`config.mk`:
```
export PLATFORM = sky130hd
export DESIGN_NAME = uart_tx_feeder
export DESIGN_NICKNAME = d
export VERILOG_FILES = /design/src/rtl/uart_tx_feeder.sv
export SDC_FILE = /design/constraint.sdc
export NUM_CORES = 1
export LEC_CHECK = 0
export ABC_AREA = 1
export CORE_MARGIN = 1.5
export CORE_UTILIZATION = 30
export CTS_CLUSTER_SIZE = 25
export DETAILED_ROUTE_END_ITERATION = 12
export SKIP_CTS_REPAIR_TIMING = 1
export SYNTH_ARGS = -nofsm -noshare
export SYNTH_HDL_FRONTEND = slang
export SYNTH_SLANG_ARGS = --single-unit
```
`constraint.sdc`:
```
create_clock -name CLK -period 2.3 [get_ports CLK]
set_clock_uncertainty 0.2 [all_clocks]
set_input_delay 0.69 -clock CLK [delete_from_list [all_inputs] [get_ports CLK]]
set_output_delay 0.69 -clock CLK [all_outputs]
set_load 0.02 [all_outputs]
```
`src/rtl/uart_tx_feeder.sv`:
```
// Byte FIFO that sits in front of the UART transmitter. It hands one byte at a
// time to the transmitter and waits for that frame to finish before sending the next.
module uart_tx_feeder #(
   parameter int DATA_WIDTH  = 8,
   parameter int DEPTH       = 8,
   parameter int ADDR_W      = 3,
   parameter int ACK_TIMEOUT = 4
) (
   input  logic                  CLK,
   input  logic                  RST,
   input  logic                  WR_EN,
   input  logic [DATA_WIDTH-1:0] WR_DATA,
   output logic                  FULL,
   output logic                  EMPTY,
   output logic [ADDR_W:0]       COUNT,
   output logic                  OVF,
   input  logic                  TX_BUSY,
   output logic                  TX_DATA_VALID,
   output logic [DATA_WIDTH-1:0] TX_P_DATA,
   output logic                  ACK_ERR
);

   localparam int CNT_W = ADDR_W + 1;
   localparam int TMR_W = $clog2(ACK_TIMEOUT + 1);

   localparam logic [1:0] S_IDLE      = 2'd0;
   localparam logic [1:0] S_ISSUE     = 2'd1;
   localparam logic [1:0] S_WAIT_BUSY = 2'd2;
   localparam logic [1:0] S_WAIT_DONE = 2'd3;

   logic [DATA_WIDTH-1:0] r_mem [DEPTH];
   logic [ADDR_W-1:0]     r_wrPtr;
   logic [ADDR_W-1:0]     r_rdPtr;
   logic [CNT_W-1:0]      r_count;
   logic                  r_full;
   logic                  r_empty;
   logic                  r_ovf;
   logic [1:0]            r_state;
   logic [TMR_W-1:0]      r_timer;
   logic                  r_valid;
   logic [DATA_WIDTH-1:0] r_pData;
   logic                  r_ackErr;

   logic                  w_wrAccept;
   logic                  w_pop;
   logic [CNT_W-1:0]      w_countNext;

   // FULL is the registered flag, so a pop on the same edge never frees room for a write.
   assign w_wrAccept = WR_EN && !r_full;
   assign w_pop      = (r_state == S_IDLE) && !r_empty && !TX_BUSY;

   always_comb begin
      w_countNext = r_count;
      if (w_wrAccept && !w_pop) begin
         w_countNext = r_count + CNT_W'(1);
      end else if (!w_wrAccept && w_pop) begin
         w_countNext = r_count - CNT_W'(1);
      end
   end

   always_ff @(posedge CLK) begin
      if (w_wrAccept) begin
         r_mem[r_wrPtr] <= WR_DATA;
      end
   end

   always_ff @(posedge CLK or posedge RST) begin
      if (RST) begin
         r_wrPtr <= '0;
         r_rdPtr <= '0;
         r_count <= '0;
         r_full  <= 1'b0;
         r_empty <= 1'b1;
         r_ovf   <= 1'b0;
      end else begin
         if (w_wrAccept) begin
            r_wrPtr <= r_wrPtr + ADDR_W'(1);
         end
         if (w_pop) begin
            r_rdPtr <= r_rdPtr + ADDR_W'(1);
         end
         r_count <= w_countNext;
         r_full  <= (w_countNext == CNT_W'(DEPTH));
         r_empty <= (w_countNext == '0);
         r_ovf   <= WR_EN && r_full;
      end
   end

   // Issue sequencer: the byte is lost if the transmitter never acknowledges it.
   always_ff @(posedge CLK or posedge RST) begin
      if (RST) begin
         r_state  <= S_IDLE;
         r_timer  <= '0;
         r_valid  <= 1'b0;
         r_pData  <= '0;
         r_ackErr <= 1'b0;
      end else begin
         r_valid <= 1'b0;
         case (r_state)
            S_IDLE: begin
               if (w_pop) begin
                  r_state <= S_ISSUE;
                  r_valid <= 1'b1;
                  r_pData <= r_mem[r_rdPtr];
               end
            end
            S_ISSUE: begin
               r_state <= S_WAIT_BUSY;
               r_timer <= '0;
            end
            S_WAIT_BUSY: begin
               if (TX_BUSY) begin
                  r_state <= S_WAIT_DONE;
               end else if (r_timer == TMR_W'(ACK_TIMEOUT - 1)) begin
                  r_ackErr <= 1'b1;
                  r_state  <= S_IDLE;
               end else begin
                  r_timer <= r_timer + TMR_W'(1);
               end
            end
            S_WAIT_DONE: begin
               if (!TX_BUSY) begin
                  r_state <= S_IDLE;
               end
            end
            default: r_state <= S_IDLE;
         endcase
      end
   end

   assign FULL          = r_full;
   assign EMPTY         = r_empty;
   assign COUNT         = r_count;
   assign OVF           = r_ovf;
   assign TX_DATA_VALID = r_valid;
   assign TX_P_DATA     = r_pData;
   assign ACK_ERR       = r_ackErr;

endmodule

```
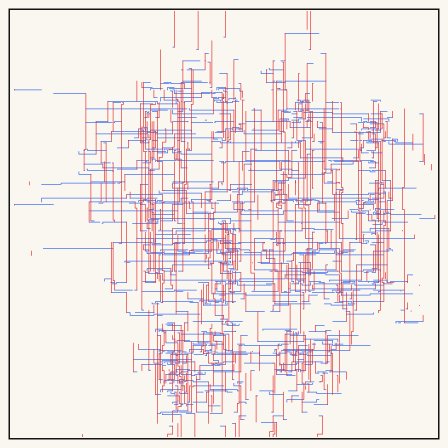
*Metal layers overlaid, run 1*
Only two layers are drawn.
legend:
  blue:
    layer: M1
    wire_length: 3420 um
  red:
    layer: M2
    wire_length: 3950 um

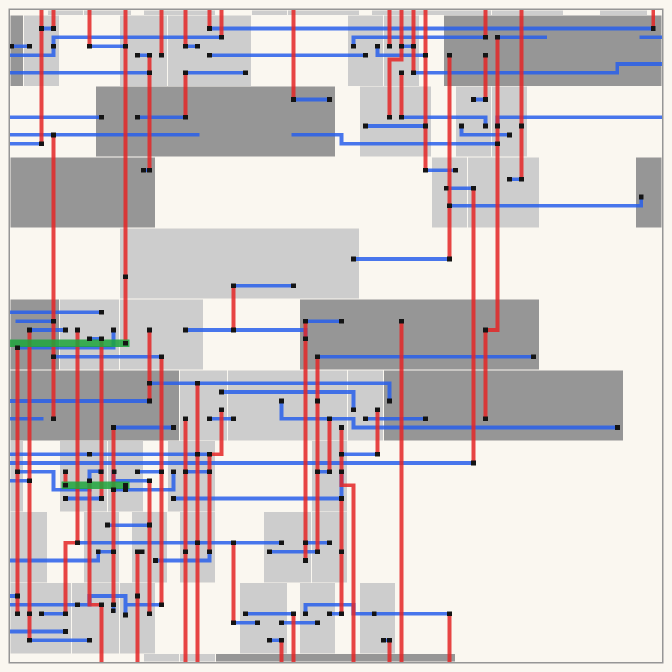
*Zoomed window, run 1*
Region (74, 16) to (99, 41) um. Cells in gray, sequential cells in the stronger gray; small squares are vias.
legend:
  red:
    layer: M2
  blue:
    layer: M1
  green:
    layer: M3
cells with their middle in the window: 37
sequential cells in the window: 6
most frequent: nand2_1 (10), dfrtp_1 (5), inv_1 (4)
netlist names of flops here include: `r_rdPtr` (2), `r_timer` (2)

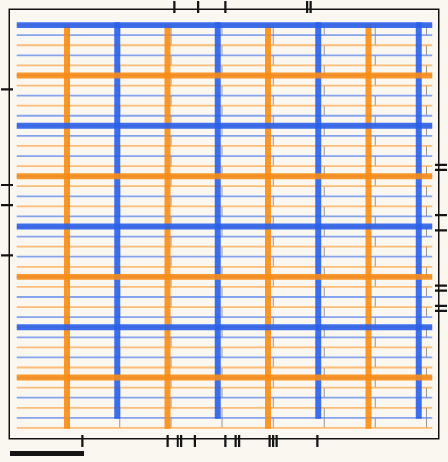
*Power grid, run 1*
Scale bar: 20 um. Pins as bars on the die edge. Tap cells in gray.
legend:
  orange:
    net: VSS
  blue:
    net: VDD
tap cells: 168
met1 rails: 41
met4 straps: 8
core area: 12200 um^2
Max IR drop VDD: 0.449 mV
Die H: 116 um
Die Width: 116 um

[run 1: metal layers]
| metal | GRT usage, % | routed length [um] | up-vias |
|---|---|---|---|
| li1 | - | - | 1260 |
| met3 | 3.82 | 420 | 12 |
| met1 | 15.4 | 3420 | 1241 |
| met4 | 4.77 | 186 | 0 |
| met2 | 21.8 | 3950 | 55 |
| met5 | 0 | 0 | - |
[run 1: cells in the final DEF, fill, tap and decap left out, types with 4 or more instances in the layout]
master and count:
nor2_1 66, edfxtp_1 64, nand2_1 54, o21ai_0 33, dfrtp_1 27, clkdlybuf4s50_1 24, buf_4 22, inv_1 17
o211ai_1 16, nand3_1 16, clkbuf_16 9, ha_1 6, o21ai_1 4, dlymetal6s2s_1 4
[run 1: worst min path at each step]
stage                    start    endpoint  slack (ps)  cells past startpoint
floorplan           r_timer[1]  r_timer[1]         250                      2
global placement       ACK_ERR     ACK_ERR         240                      1
detailed placement     ACK_ERR     ACK_ERR         250                      1
CTS                    ACK_ERR     ACK_ERR         260                      1
global route           ACK_ERR     ACK_ERR         280                      1
finish                 ACK_ERR     ACK_ERR         260                      1
[run 1: stage by stage]
step                setup TNS, ps  worst slack (ps)
floorplan                       0               279
detailed placement          -6910              -143
global placement            -5080              -110
finish                          0              63.4
global route                    0              16.4
CTS                          -104             -91.5
[run 1: report_power, final]
group | internal [mW] | total (mW) | switching [mW]
Clock | 0.962 | 1.58 | 0.619
Combinational | 0.824 | 2.18 | 1.36
Sequential | 2.18 | 2.38 | 0.206
Total | 3.96 | 6.14 | 2.18
[run 1: logic make-up after synthesis]
kind of cell,count (synthesis),synth area share [%]
DFF,92,69.0
and+or+nand+nor,147,16.4
xor gates and xnor gates,3,0.691
adders and majority gates,6,1.97
AOI/OAI and AO/OA,58,8.78
buffers and inverters,31,3.19
[run 1: state kept, by name, indices dropped and copies added (netlist names)]
name and count:
ACK_ERR 1, COUNT 4, EMPTY 1, FULL 1
OVF 1, TX_DATA_VALID 1, TX_P_DATA 8, r_mem 64
r_rdPtr 3, r_state 2, r_timer 3, r_wrPtr 3
[run 1: final cells by class]
class / instances / area [um^2]
Clock buffer: 10 / 229
Clock inverter: 6 / 93.8
Fill cell: 1211 / 7450
Inverter: 19 / 71.3
Multi-Input combinational cell: 214 / 1060
Sequential cell: 92 / 2620
Tap cell: 168 / 210
Timing Repair Buffer: 51 / 475
==> results_dict.tcl, run 1 <==
# implementation run metrics
set metrics [dict create \
    status "complete, no violations" \
    cts.clk_slew.worst_paths_ps 60 \
    fin_area_um2 4760 \
    wl_um 7970 \
    drc 0 \
    hold_class "flop to flop" \
    min_period_ps 2240 \
    required_ps 1410 \
    max_freq_ghz 0.447 \
    syn_nets 355 \
    cp_max_fo 4 \
    detail-route-antenna-nets 0 \
    hold_viol_final 0 \
    power_mw 6.14 \
    die-area_um2 13400 \
    viasPerCell 4.59 \
    cp_top_family "buffers and inverters" \
    most_common_cell "nor2_1" \
    rsz0062_at_grt "no" \
    stdcell_count 560 \
    crit_path_start "COUNT[3]" \
    ys_area_um2 3800 \
    avgSynthCellArea_um2 11.3 \
    largest_area_cell "edfxtp_1" \
    first_iter_violations 223 \
    worstReg2RegStart "FULL" \
    cp-end-kind "output pin" \
    cts_num_sinks 92 \
    finalClockPeriodUsage_pct 97.2 \
    track_usage_pct 12.8 \
    netlist-cell-type-count 27 \
    grt_overflow 0 \
    htree_levels 3 \
    ys_warn_count 0 \
    top_cells_by_area "edfxtp_1 51%, dfrtp_1 18%, nor2_1 6.5%, nand2_1 5.3%, o21ai_0 4.3%" \
    synthCells 337 \
    hpwl_um 5340 \
    placedCellCount 544 \
    portBuffers 28 \
    synth_async_sr_flop_share_pct 30.4 \
    slew_viol_final 0 \
    diodes 0 \
    power_density_nw_per_um2 1290 \
    r2r-end "r_mem[7][2]" \
    p_leak_nw 1.91 \
    grt_max_degree 35 \
    cp_slowest_cell "clkdlybuf4s50_1" \
    postSynthSeqShare_pct 69.0 \
    ff_type "edfxtp_1" \
    endpoint "COUNT[3]" \
    slowest_delay_ps 620 \
    cp_num_cells 1 \
    fp_util_pct 31.1 \
    hold_ws_ps 257 \
    path_class "flop to output pin" \
    critPathBufInv 1 \
    cts-buffers-inserted 9 \
    drt_first_pass_iters 4 \
    reg2regPathDepth 6 \
    openroad.warnings 27 \
    ys_cells 337 \
    grt_pass1_wl_um 12600 \
    crit_arrival_ps 1350 \
    start_kind "flop" \
    synth_area_um2 3800 \
    setup_viol 0 \
    ys_ff 92 \
    clockBufferDepth 2 \
    rows 40 \
    gp_congestion 0.820 \
    num_vias 2568 \
    clk_latency_ps 340 \
    syn_to_final_growth_pct 25.2 \
    crit_chain "clkdlybuf4s50_1" \
    antenna_found_initial 0 \
    cts_tree "done" \
    yosys.area.top_type_share_pct 50.5 \
    nets 405 \
    ios 29 \
    synth-edff-count 64 \
    common_cells "66 x nor2_1, 64 x edfxtp_1, 54 x nand2_1, 33 x o21ai_0, 27 x dfrtp_1" \
    max_slew_margin_pct 62.8 \
    avgRoutedWirePerCell_um 14.2 \
    placed_area_um2 4430 \
    cap_viol_max_count 0 \
    root_buffer "clkbuf_16" \
    drive_gt1_share_pct 12.2 \
    rrSetupSlack_ps 600 \
    tightest_slew_ps 557 \
    grt_pass1_vias 2509 \
    post-route-util_pct 39.0 \
]
--- run 2 (diff from run 1) ---
--- a/config.mk
+++ b/config.mk
@@ -6,10 +6,13 @@
 export NUM_CORES = 1
 export LEC_CHECK = 0
 export ABC_AREA = 1
+export CELL_PAD_IN_SITES_DETAIL_PLACEMENT = 0
+export CELL_PAD_IN_SITES_GLOBAL_PLACEMENT = 1
 export CORE_MARGIN = 1.5
 export CORE_UTILIZATION = 30
 export CTS_CLUSTER_SIZE = 25
 export DETAILED_ROUTE_END_ITERATION = 12
+export PLACE_DENSITY = 0.56
 export SKIP_CTS_REPAIR_TIMING = 1
 export SYNTH_ARGS = -nofsm -noshare
 export SYNTH_HDL_FRONTEND = slang
==> constraint.sdc (replaced) <==
create_clock -name CLK -period 2.62 [get_ports CLK]
set_clock_uncertainty 0.2 [all_clocks]
set_input_delay 0.786 -clock CLK [delete_from_list [all_inputs] [get_ports CLK]]
set_output_delay 0.786 -clock CLK [all_outputs]
set_load 0.02 [all_outputs]
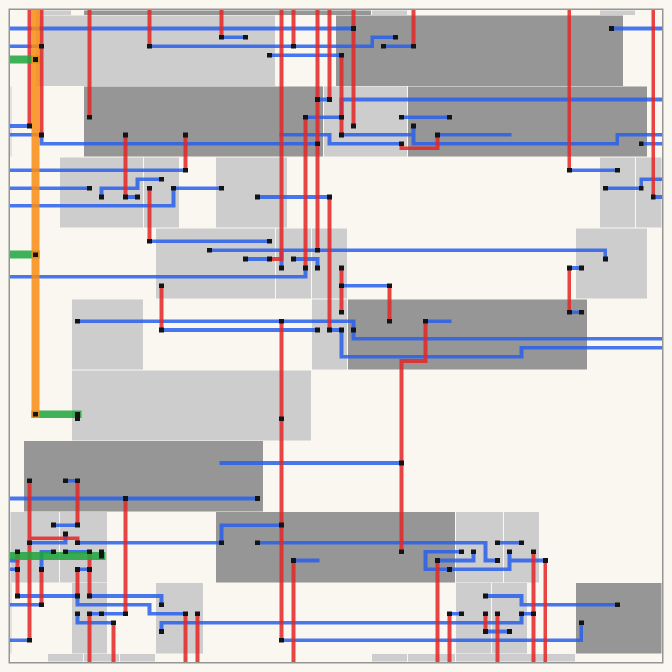
*Zoomed window, run 2*
Region (74, 16) to (99, 41) um. Cells in gray, sequential cells in the stronger gray; small squares are vias.
legend:
  red:
    layer: M2
  green:
    layer: M3
  orange:
    layer: M4
  blue:
    layer: M1
cells with their middle in the window: 27
sequential cells in the window: 6
netlist names of flops here include: `r_rdPtr` (3)
most frequent: nand2_1 (7), dfrtp_1 (5)

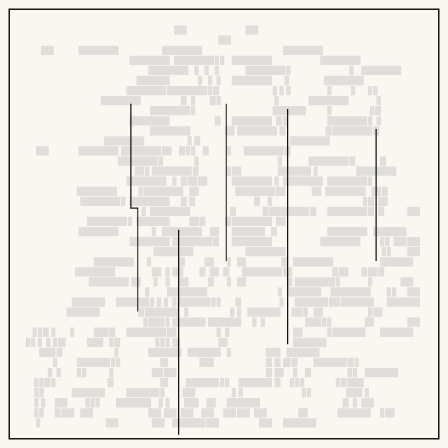
*Metal 4, run 2*
Cells faint in the background.
share of all routed wire: 2.9%
main direction: vertical
wire length on this layer: 253 um
longest straight run: 63.2 um
nets with wire on the layer: 4
via count: 2508
final WL: 8830 um

==> results_dict.tcl, run 2 <==
# implementation run metrics
set metrics [dict create \
    status "complete, no violations" \
    synthCells 337 \
    stdcell_count 552 \
    tns_ps 0 \
    common_cells "66 x nor2_1, 64 x edfxtp_1, 54 x nand2_1, 33 x o21ai_0, 27 x dfrtp_1" \
    pwr-share-comb_pct 35.7 \
    diodes 0 \
    largest_reg_flops 64 \
    ff_type "edfxtp_1" \
    clockBufferDepth 2 \
    lay_top_count "nor2_1" \
    yosys.area.top_type_share_pct 50.5 \
    slowest_delay_ps 600 \
    syn_nets 355 \
    grt_pass1_wl_um 13700 \
    p_leak_nw 1.80 \
    ys_ff 92 \
    p_sw_share_pct 36.6 \
    cap_viol_max_count 0 \
    drc 0 \
    path_class "flop to output pin" \
    max_freq_ghz 0.403 \
    max-vdd-ir-drop_mv 0.406 \
    max_slew_margin_pct 64.3 \
    gp_congestion 0.780 \
    portBuffers 28 \
    postSynthSeqShare_pct 69.0 \
    placed_area_um2 4360 \
    ios 29 \
    antenna_found_initial 0 \
    top_register "r_mem" \
    detail-route-antenna-nets 0 \
    slew_viol_final 0 \
    power_switching_mw 1.93 \
    cts_tree "done" \
    grt_max_degree 35 \
    drt_first_pass_iters 4 \
    synth_async_sr_flop_share_pct 30.4 \
    ys_cells 337 \
    most_common_cell "nor2_1" \
    grt_pass1_vias 2483 \
    cp_slowest_cell "clkdlybuf4s50_1" \
    openroad.warnings 27 \
    placedCellCount 536 \
    required_ps 1630 \
    hold_ws_ps 266 \
    ys_area_um2 3800 \
    synth-edff-count 64 \
    clk_latency_ps 340 \
    avgSynthCellArea_um2 11.3 \
    cts_num_sinks 92 \
    post-route-util_pct 38.0 \
    ys_warn_count 0 \
    fin_area_um2 4640 \
    avgRoutedWirePerCell_um 16.0 \
    viasPerCell 4.54 \
    grt_overflow 0 \
    rows 40 \
    power_density_nw_per_um2 1130 \
    nets 397 \
    seq_power_share_pct 40.0 \
    final_cell_mix "66 x nor2_1, 64 x edfxtp_1, 54 x nand2_1, 33 x o21ai_0, 28 x clkdlybuf4s50_1" \
    chipWidth_um 116 \
    hpwl_um 5980 \
    cp_top_family "buffers and inverters" \
    cts.clk_slew.worst_paths_ps 60 \
    top_cells_by_area "edfxtp_1 51%, dfrtp_1 18%, nor2_1 6.5%, nand2_1 5.3%, o21ai_0 4.3%" \
    crit_arrival_ps 1490 \
    hold_viol_final 0 \
    p_int_mw 3.34 \
    cp_max_fo 2 \
    setup_viol 0 \
    syn_to_final_growth_pct 22.1 \
    min_period_ps 2480 \
    die_y_um 116 \
    finalClockPeriodUsage_pct 94.6 \
    largest_area_cell "edfxtp_1" \
    rsz0062_at_grt "no" \
    root_buffer "clkbuf_16" \
    start_kind "flop" \
    htree_levels 3 \
    clkPwrFrac_pct 24.3 \
    synth_area_um2 3800 \
    core-area_um2 12200 \
    critPathBufInv 1 \
    netlist-cell-type-count 27 \
    fp_util_pct 31.1 \
    track_usage_pct 14.4 \
    first_iter_violations 148 \
    drive_gt1_share_pct 9.64 \
    tightest_slew_ps 534 \
    cp-end-kind "output pin" \
    die-area_um2 13400 \
    crit_chain "clkdlybuf4s50_1" \
    hold_class "flop to flop" \
    cts-buffers-inserted 9 \
]
-- run 2: cell type report --
cell class / count / area, um^2
clock buffer: 13 / 240
fill: 1246 / 7570
timing repair buffer: 43 / 393
sequential: 92 / 2620
tap: 168 / 210
clock inverter: 3 / 46.3
inverter: 19 / 71.3
multi-input combinational: 214 / 1060
-- run 2: final timing paths --
check / cells past startpoint / startpoint / slack [ps] / to
worst min register to register: 1 / ACK_ERR / 270 / ACK_ERR
worst min-delay path: 1 / ACK_ERR / 270 / ACK_ERR
worst max-delay path: 1 / EMPTY / 140 / EMPTY
worst max register to register: 5 / r_rdPtr[0] / 870 / TX_P_DATA[6]
min in group asynchronous: 3 / RST / 620 / r_timer[2]
max in group asynchronous: 3 / RST / 1270 / EMPTY
-- run 2: cells by family (layout without fill, tap and decap cells) --
group	count (synthesis)	count (layout)	share of synthesized area, %
AND-OR/OR-AND	58	58	8.78
XOR/XNOR	3	3	0.691
adder cells (fa/ha/maj)	6	6	1.97
buffers and inverters	31	78	3.19
flip-flops	92	92	69.0
AND/OR/NAND/NOR	147	147	16.4
-- run 2: routing by layer --
metal / part of all wire [%] / vias up / routed length, um / track usage (%)
met4: 2.9 / 0 / 253 / 7.49
met3: 4.0 / 15 / 356 / 2.35
li1: - / 1240 / - / -
met1: 47 / 1208 / 4140 / 19.5
met5: 0 / - / 0 / 0
met2: 46 / 45 / 4090 / 22.3
-- run 2: per-stage QoR --
stage	setup slack, ps	total power, mW
finish	141	5.27
global route	114	5.63
CTS	127	5.33
detailed placement	74.4	4.05
global placement	87.8	4.04
floorplan	503	3.32
-- run 2: power by group through the flow --
stage / combinational [mW] / sequential [mW] / clock, mW
finish: 1.88 / 2.11 / 1.28
global route: 2.12 / 2.15 / 1.36
CTS: 1.92 / 2.11 / 1.30
detailed placement: 1.91 / 2.14 / 0
global placement: 1.90 / 2.14 / 0
floorplan: 1.10 / 2.23 / 0
Power is estimated from default activity; no workload was simulated.
